Figure 1. Local utilization.
Scale bar: 20 µm. 10 x 10 tiles, from black (low) to pale yellow (high), 0 to 100% covered.
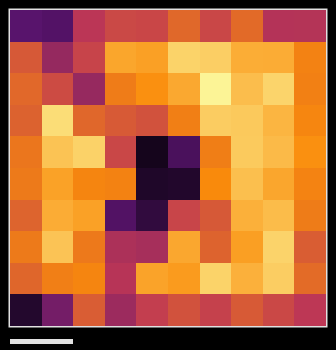
Figure 2. Congestion heat map.
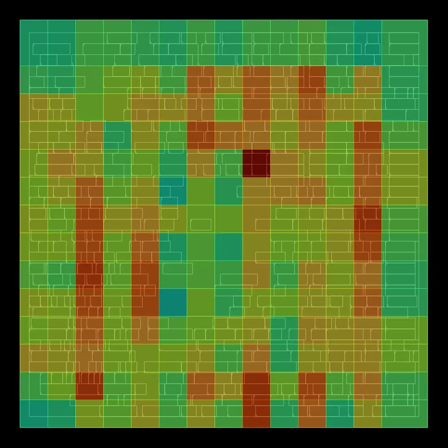
### src/rtl/iopmp_cfg_sequencer.sv
// iopmp_cfg_sequencer: TL-UL host replaying a boot table of {addr,data} writes into the IOPMP reg port.
// Optional REQ/RSP watchdog is built in when IOPMP_SEQ_TIMEOUT_EN is defined.
package iopmp_seq_pkg;
  localparam int TL_AW  = 32;
  localparam int TL_DW  = 32;
  localparam int TL_SW  = 8;
  localparam int TL_DBW = TL_DW / 8;

  localparam logic [2:0] PutFullData   = 3'h0;
  localparam logic [2:0] AccessAck     = 3'h0;
  localparam logic [2:0] AccessAckData = 3'h1;

  typedef struct packed {
    logic              a_valid;
    logic [2:0]        a_opcode;
    logic [2:0]        a_param;
    logic [1:0]        a_size;
    logic [TL_SW-1:0]  a_source;
    logic [TL_AW-1:0]  a_address;
    logic [TL_DBW-1:0] a_mask;
    logic [TL_DW-1:0]  a_data;
    logic              d_ready;
  } tl_h2d_t;

  typedef struct packed {
    logic             d_valid;
    logic [2:0]       d_opcode;
    logic [2:0]       d_param;
    logic [1:0]       d_size;
    logic [TL_SW-1:0] d_source;
    logic [TL_DW-1:0] d_data;
    logic             d_error;
    logic             a_ready;
  } tl_d2h_t;
endpackage

module iopmp_cfg_sequencer
  import iopmp_seq_pkg::*;
#(
  parameter int unsigned      NUM_ENTRIES    = 9,
  parameter logic [TL_SW-1:0] SOURCE_ID      = 8'hE7,
  parameter int unsigned      TIMEOUT_CYCLES = 256,
  localparam int unsigned     IW = (NUM_ENTRIES > 1) ? $clog2(NUM_ENTRIES) : 1
) (
  input  logic             clk,
  input  logic             rst_n,
  input  logic             start_i,
  output logic [IW-1:0]    tbl_idx_o,
  input  logic [TL_AW-1:0] tbl_addr_i,
  input  logic [TL_DW-1:0] tbl_data_i,
  output tl_h2d_t          tl_h2d_o,
  input  tl_d2h_t          tl_d2h_i,
  output logic             busy_o,
  output logic             done_o,
  output logic             err_o,
  output logic [1:0]       err_code_o,
  output logic [IW-1:0]    err_idx_o
);

  typedef enum logic [2:0] {
    S_IDLE, S_FETCH, S_REQ, S_RSP, S_DONE
  } state_e;

  state_e           r_state;
  state_e           w_next;
  logic [IW-1:0]    r_idx;
  logic [TL_AW-1:0] r_addr;
  logic [TL_DW-1:0] r_data;
  logic             r_err;
  logic [1:0]       r_code;
  logic [IW-1:0]    r_eidx;

  logic w_last;
  logic w_wait;
  logic w_tmo;
  logic w_rsp;
  logic w_rsp_err;
  logic w_unused;

  assign w_last    = (r_idx == IW'(NUM_ENTRIES - 1));
  assign w_wait    = (r_state == S_REQ) || (r_state == S_RSP);
  assign w_rsp     = (r_state == S_RSP) && tl_d2h_i.d_valid && !w_tmo;
  assign w_rsp_err = w_rsp &&
                     (tl_d2h_i.d_error || (tl_d2h_i.d_opcode != AccessAck));

`ifdef IOPMP_SEQ_TIMEOUT_EN
  logic [31:0] r_tmo;

  // FETCH always precedes REQ, so clearing here restarts the count per entry
  always_ff @(posedge clk or negedge rst_n) begin
    if (!rst_n) begin
      r_tmo <= '0;
    end else if (r_state == S_FETCH) begin
      r_tmo <= '0;
    end else if (w_wait) begin
      r_tmo <= r_tmo + 32'd1;
    end
  end

  assign w_tmo    = w_wait && (r_tmo == 32'(TIMEOUT_CYCLES - 1));
  assign w_unused = ^{tl_d2h_i.d_param, tl_d2h_i.d_size,
                      tl_d2h_i.d_source, tl_d2h_i.d_data};
`else
  assign w_tmo    = 1'b0;
  assign w_unused = ^{tl_d2h_i.d_param, tl_d2h_i.d_size,
                      tl_d2h_i.d_source, tl_d2h_i.d_data,
                      w_wait, (TIMEOUT_CYCLES != 0)};
`endif

  always_ff @(posedge clk or negedge rst_n) begin
    if (!rst_n) begin
      r_state <= S_IDLE;
    end else begin
      r_state <= w_next;
    end
  end

  always_comb begin
    w_next = r_state;
    unique case (r_state)
      S_IDLE:  if (start_i) w_next = S_FETCH;
      S_FETCH: w_next = S_REQ;
      S_REQ: begin
        if (w_tmo) begin
          w_next = S_DONE;
        end else if (tl_d2h_i.a_ready) begin
          w_next = S_RSP;
        end
      end
      S_RSP: begin
        if (w_tmo) begin
          w_next = S_DONE;
        end else if (w_rsp) begin
          w_next = (w_rsp_err || w_last) ? S_DONE : S_FETCH;
        end
      end
      S_DONE:  w_next = S_IDLE;
      default: w_next = S_IDLE;
    endcase
  end

  always_comb begin
    tl_h2d_o = '0;
    busy_o   = 1'b0;
    done_o   = 1'b0;
    unique case (r_state)
      S_FETCH: busy_o = 1'b1;
      S_REQ: begin
        busy_o             = 1'b1;
        tl_h2d_o.a_valid   = 1'b1;
        tl_h2d_o.a_opcode  = PutFullData;
        tl_h2d_o.a_param   = 3'd0;
        tl_h2d_o.a_size    = 2'b10;
        tl_h2d_o.a_mask    = '1;
        tl_h2d_o.a_source  = SOURCE_ID;
        tl_h2d_o.a_address = r_addr;
        tl_h2d_o.a_data    = r_data;
      end
      S_RSP: begin
        busy_o           = 1'b1;
        tl_h2d_o.d_ready = 1'b1;
      end
      S_DONE:  done_o = 1'b1;
      default: ;
    endcase
  end

  // Terminal check precedes increment so the index never wraps
  always_ff @(posedge clk or negedge rst_n) begin
    if (!rst_n) begin
      r_idx  <= '0;
      r_addr <= '0;
      r_data <= '0;
      r_err  <= 1'b0;
      r_code <= 2'd0;
      r_eidx <= '0;
    end else begin
      if ((r_state == S_IDLE) && start_i) begin
        r_idx  <= '0;
        r_err  <= 1'b0;
        r_code <= 2'd0;
        r_eidx <= '0;
      end else if (w_tmo) begin
        r_err  <= 1'b1;
        r_code <= 2'd3;
        r_eidx <= r_idx;
      end else if (w_rsp_err) begin
        r_err  <= 1'b1;
        r_code <= tl_d2h_i.d_error ? 2'd1 : 2'd2;
        r_eidx <= r_idx;
      end else if (w_rsp && !w_last) begin
        r_idx <= r_idx + 1'b1;
      end
      if (r_state == S_FETCH) begin
        r_addr <= tbl_addr_i;
        r_data <= tbl_data_i;
      end
    end
  end

  assign tbl_idx_o  = r_idx;
  assign err_o      = r_err;
  assign err_code_o = r_code;
  assign err_idx_o  = r_eidx;

endmodule

### config.mk
export PLATFORM = sky130hd
export DESIGN_NAME = iopmp_cfg_sequencer
export DESIGN_NICKNAME = d
export VERILOG_FILES = /design/src/rtl/iopmp_cfg_sequencer.sv
export SDC_FILE = /design/constraint.sdc
export NUM_CORES = 1
export LEC_CHECK = 0
export CORE_MARGIN = 2
export CORE_UTILIZATION = 39
export CTS_BUF_LIST = sky130_fd_sc_hd__clkbuf_4 sky130_fd_sc_hd__clkbuf_8
export CTS_CLUSTER_SIZE = 25
export DETAILED_ROUTE_END_ITERATION = 6
export PLACE_DENSITY = 0.88
export SYNTH_ARGS = -nofsm -noshare
export SYNTH_HDL_FRONTEND = slang
export SYNTH_SLANG_ARGS = --single-unit
### constraint.sdc
create_clock -name clk -period 1.9 [get_ports clk]
set_input_delay 0.475 -clock clk [delete_from_list [all_inputs] [get_ports clk]]
set_output_delay 0.475 -clock clk [all_outputs]
set_load 0.05 [all_outputs]
==> flow_results.org <==
* Flow results

** Run status
- Result of the run :: complete, but fails checks
- The final reports fail on setup timing.

** Routing
- Wire length on met2 :: 5790 µm
- Detailed-routed wire length on met3 :: 776 µm
- The detailed router placed 2858 vias in this run.
- For this run, the detailed router reports a per-instance via density of 4.90.
- Detailed-route DRC error count :: 0
- TritonRoute output was used to compute an average wire per cell of 18.2 µm.
- In this run the top signal layer used is met4.
- Final routed wirelength across all metal layers :: 10600 µm
- Drt first-iter violations :: 68

** Floorplanning
- FP Util :: 40.0%
- The die is 101 µm tall.
- In this run the standard cell core region covers 9200 µm².
- TAP cells :: 111

** CTS
- For the worst-skew pair, the clock arrives at the later sink with an insertion delay of 0.34 ns.
- CTS reports a maximum clock tree buffer depth of 2.
- Clock transition at the register clock pins on the worst setup and hold paths after CTS :: 0.08 ns
- TritonCTS built the clock tree.
- Hold repair after CTS inserted 0 buffers.
- According to the CTS report, the clock sink count is 78.
- H-tree depth :: 3
- After clock tree synthesis, the repair step resized 27 gates.

** Power
- Per the OpenROAD power report, leakage power amounts to 2.94 nW.
- Sequential power for this build is 2.86 mW.
- Internal power contribution :: 8.95 mW
- Highest-power group :: combinational logic
- In this run, the clock network consumes 9.4% of the power.
- Clock network power for this build is 1.44 mW.
- Share of power burned in registers :: 18.6%
- Switching power total :: 6.45 mW
- Power after layout :: 15.4 mW

** Setup path
- The OpenROAD report gives the critical path a required time of 1.42 ns.
- Cells traversed along the worst timing path :: nor3b_4 -> buf_6 -> clkbuf_16 -> and2_2 -> buf_12
- Worst reg2reg endpoint :: r_data[4]
- Stage delay of the slowest cell on the critical path :: 0.41 ns
- R2R cell count :: 4
- Cell class contributing the biggest share of worst-path delay :: buffers and inverters

** Layout
- 0 antenna diodes ended up in the layout.
- Buffering overhead :: 40.3%
- Non-clock inverter count :: 3
- According to the finish report, the design has a final net count of 587.
- Counting the clock-network buffers in the layout gives 13.
- Of the total standard cell area in the layout, the multi-input combinational portion is 25.1%.
- Once layout is done, the placed cells without fillers occupy 6760 µm².
- Per the run report, area growth between synthesis and finish was 84.0%.
- In the final layout, the multi-input gates occupy 1700 µm².
- The top cell type in the final layout, fill and taps aside, is sky130_fd_sc_hd__buf_12.
- Layout Cells excl Fill :: 583
- Of the cells placed in the final design, the portion with a size suffix greater than 1 is 56.4%.
- Number of signal-net buffers in the layout :: 185
- Portion of the layout cell area used by clock cells :: 3.52%
- Biggest regs :: r_addr: 32 flops, r_data: 32 flops

** Logic synthesis
- Per Yosys stat, the portion of area used by sequential elements is 53.1%.
- Per the post-synthesis report, the number of cells in the design is 303.
- Synthesized-area fraction occupied by and/or/nand/nor cells :: 16.7%
- Cell area leaders :: sky130_fd_sc_hd__dfrtp_1, sky130_fd_sc_hd__mux2_2, sky130_fd_sc_hd__and2_1, sky130_fd_sc_hd__buf_4, sky130_fd_sc_hd__mux2i_1
- The synthesized design spends more area on one cell type than any other, namely sky130_fd_sc_hd__dfrtp_1.
- The Yosys step of the flow raised 0 warnings.
- Number of library cell types mapped by synthesis :: 31
- Most frequent cell after synthesis :: sky130_fd_sc_hd__dfrtp_1
- Mapped Avg Cell Area :: 12.1 µm²
- The commonest cells after synthesis are sky130_fd_sc_hd__dfrtp_1, sky130_fd_sc_hd__and2_1, sky130_fd_sc_hd__mux2_2, sky130_fd_sc_hd__buf_4.
- Share of the synthesized netlist area taken by xor and xnor gates :: 0%
- Dominant kind of combinational cell :: multiplexers

** Place
- Tally of buffers added on design ports :: 162
- Half-perimeter wire length after detailed placement :: 7100 µm

** Global route
- Global routing usage on met1 :: 22.9%
- For this run the aggregate overflow at the end of global routing stands at 0.
- Fraction of met3 tracks used by global routing :: 6.59%
- Entering global routing, the biggest net connects 43 pins.

** Flow run
- Tally of max-capacitance violations :: 0

** Timing
- The highest clock rate this design can be run at is 469 MHz.
- Per the finish-stage timing summary, setup violations number 76.
- Setup slack on the critical path of the routed design comes to -0.231 ns.
- Portion of the clock cycle consumed by the worst path in the final layout :: 112%
- On the final layout, the worst hold slack is 0.0923 ns.

** Worst hold path
- Classification of the worst-slack hold path :: in -> async
Back to the opening pictures, Figure 1:
emptiest ninth of the die: center
densest ninth of the die: middle right
tiles over 75% full: 36%

Back to the opening pictures, Figure 2:
post-route core utilization: 73.5%
met2 Use GR: 38.6%
grt peak-use layer: met2

Power is estimated from default activity; no workload was simulated.
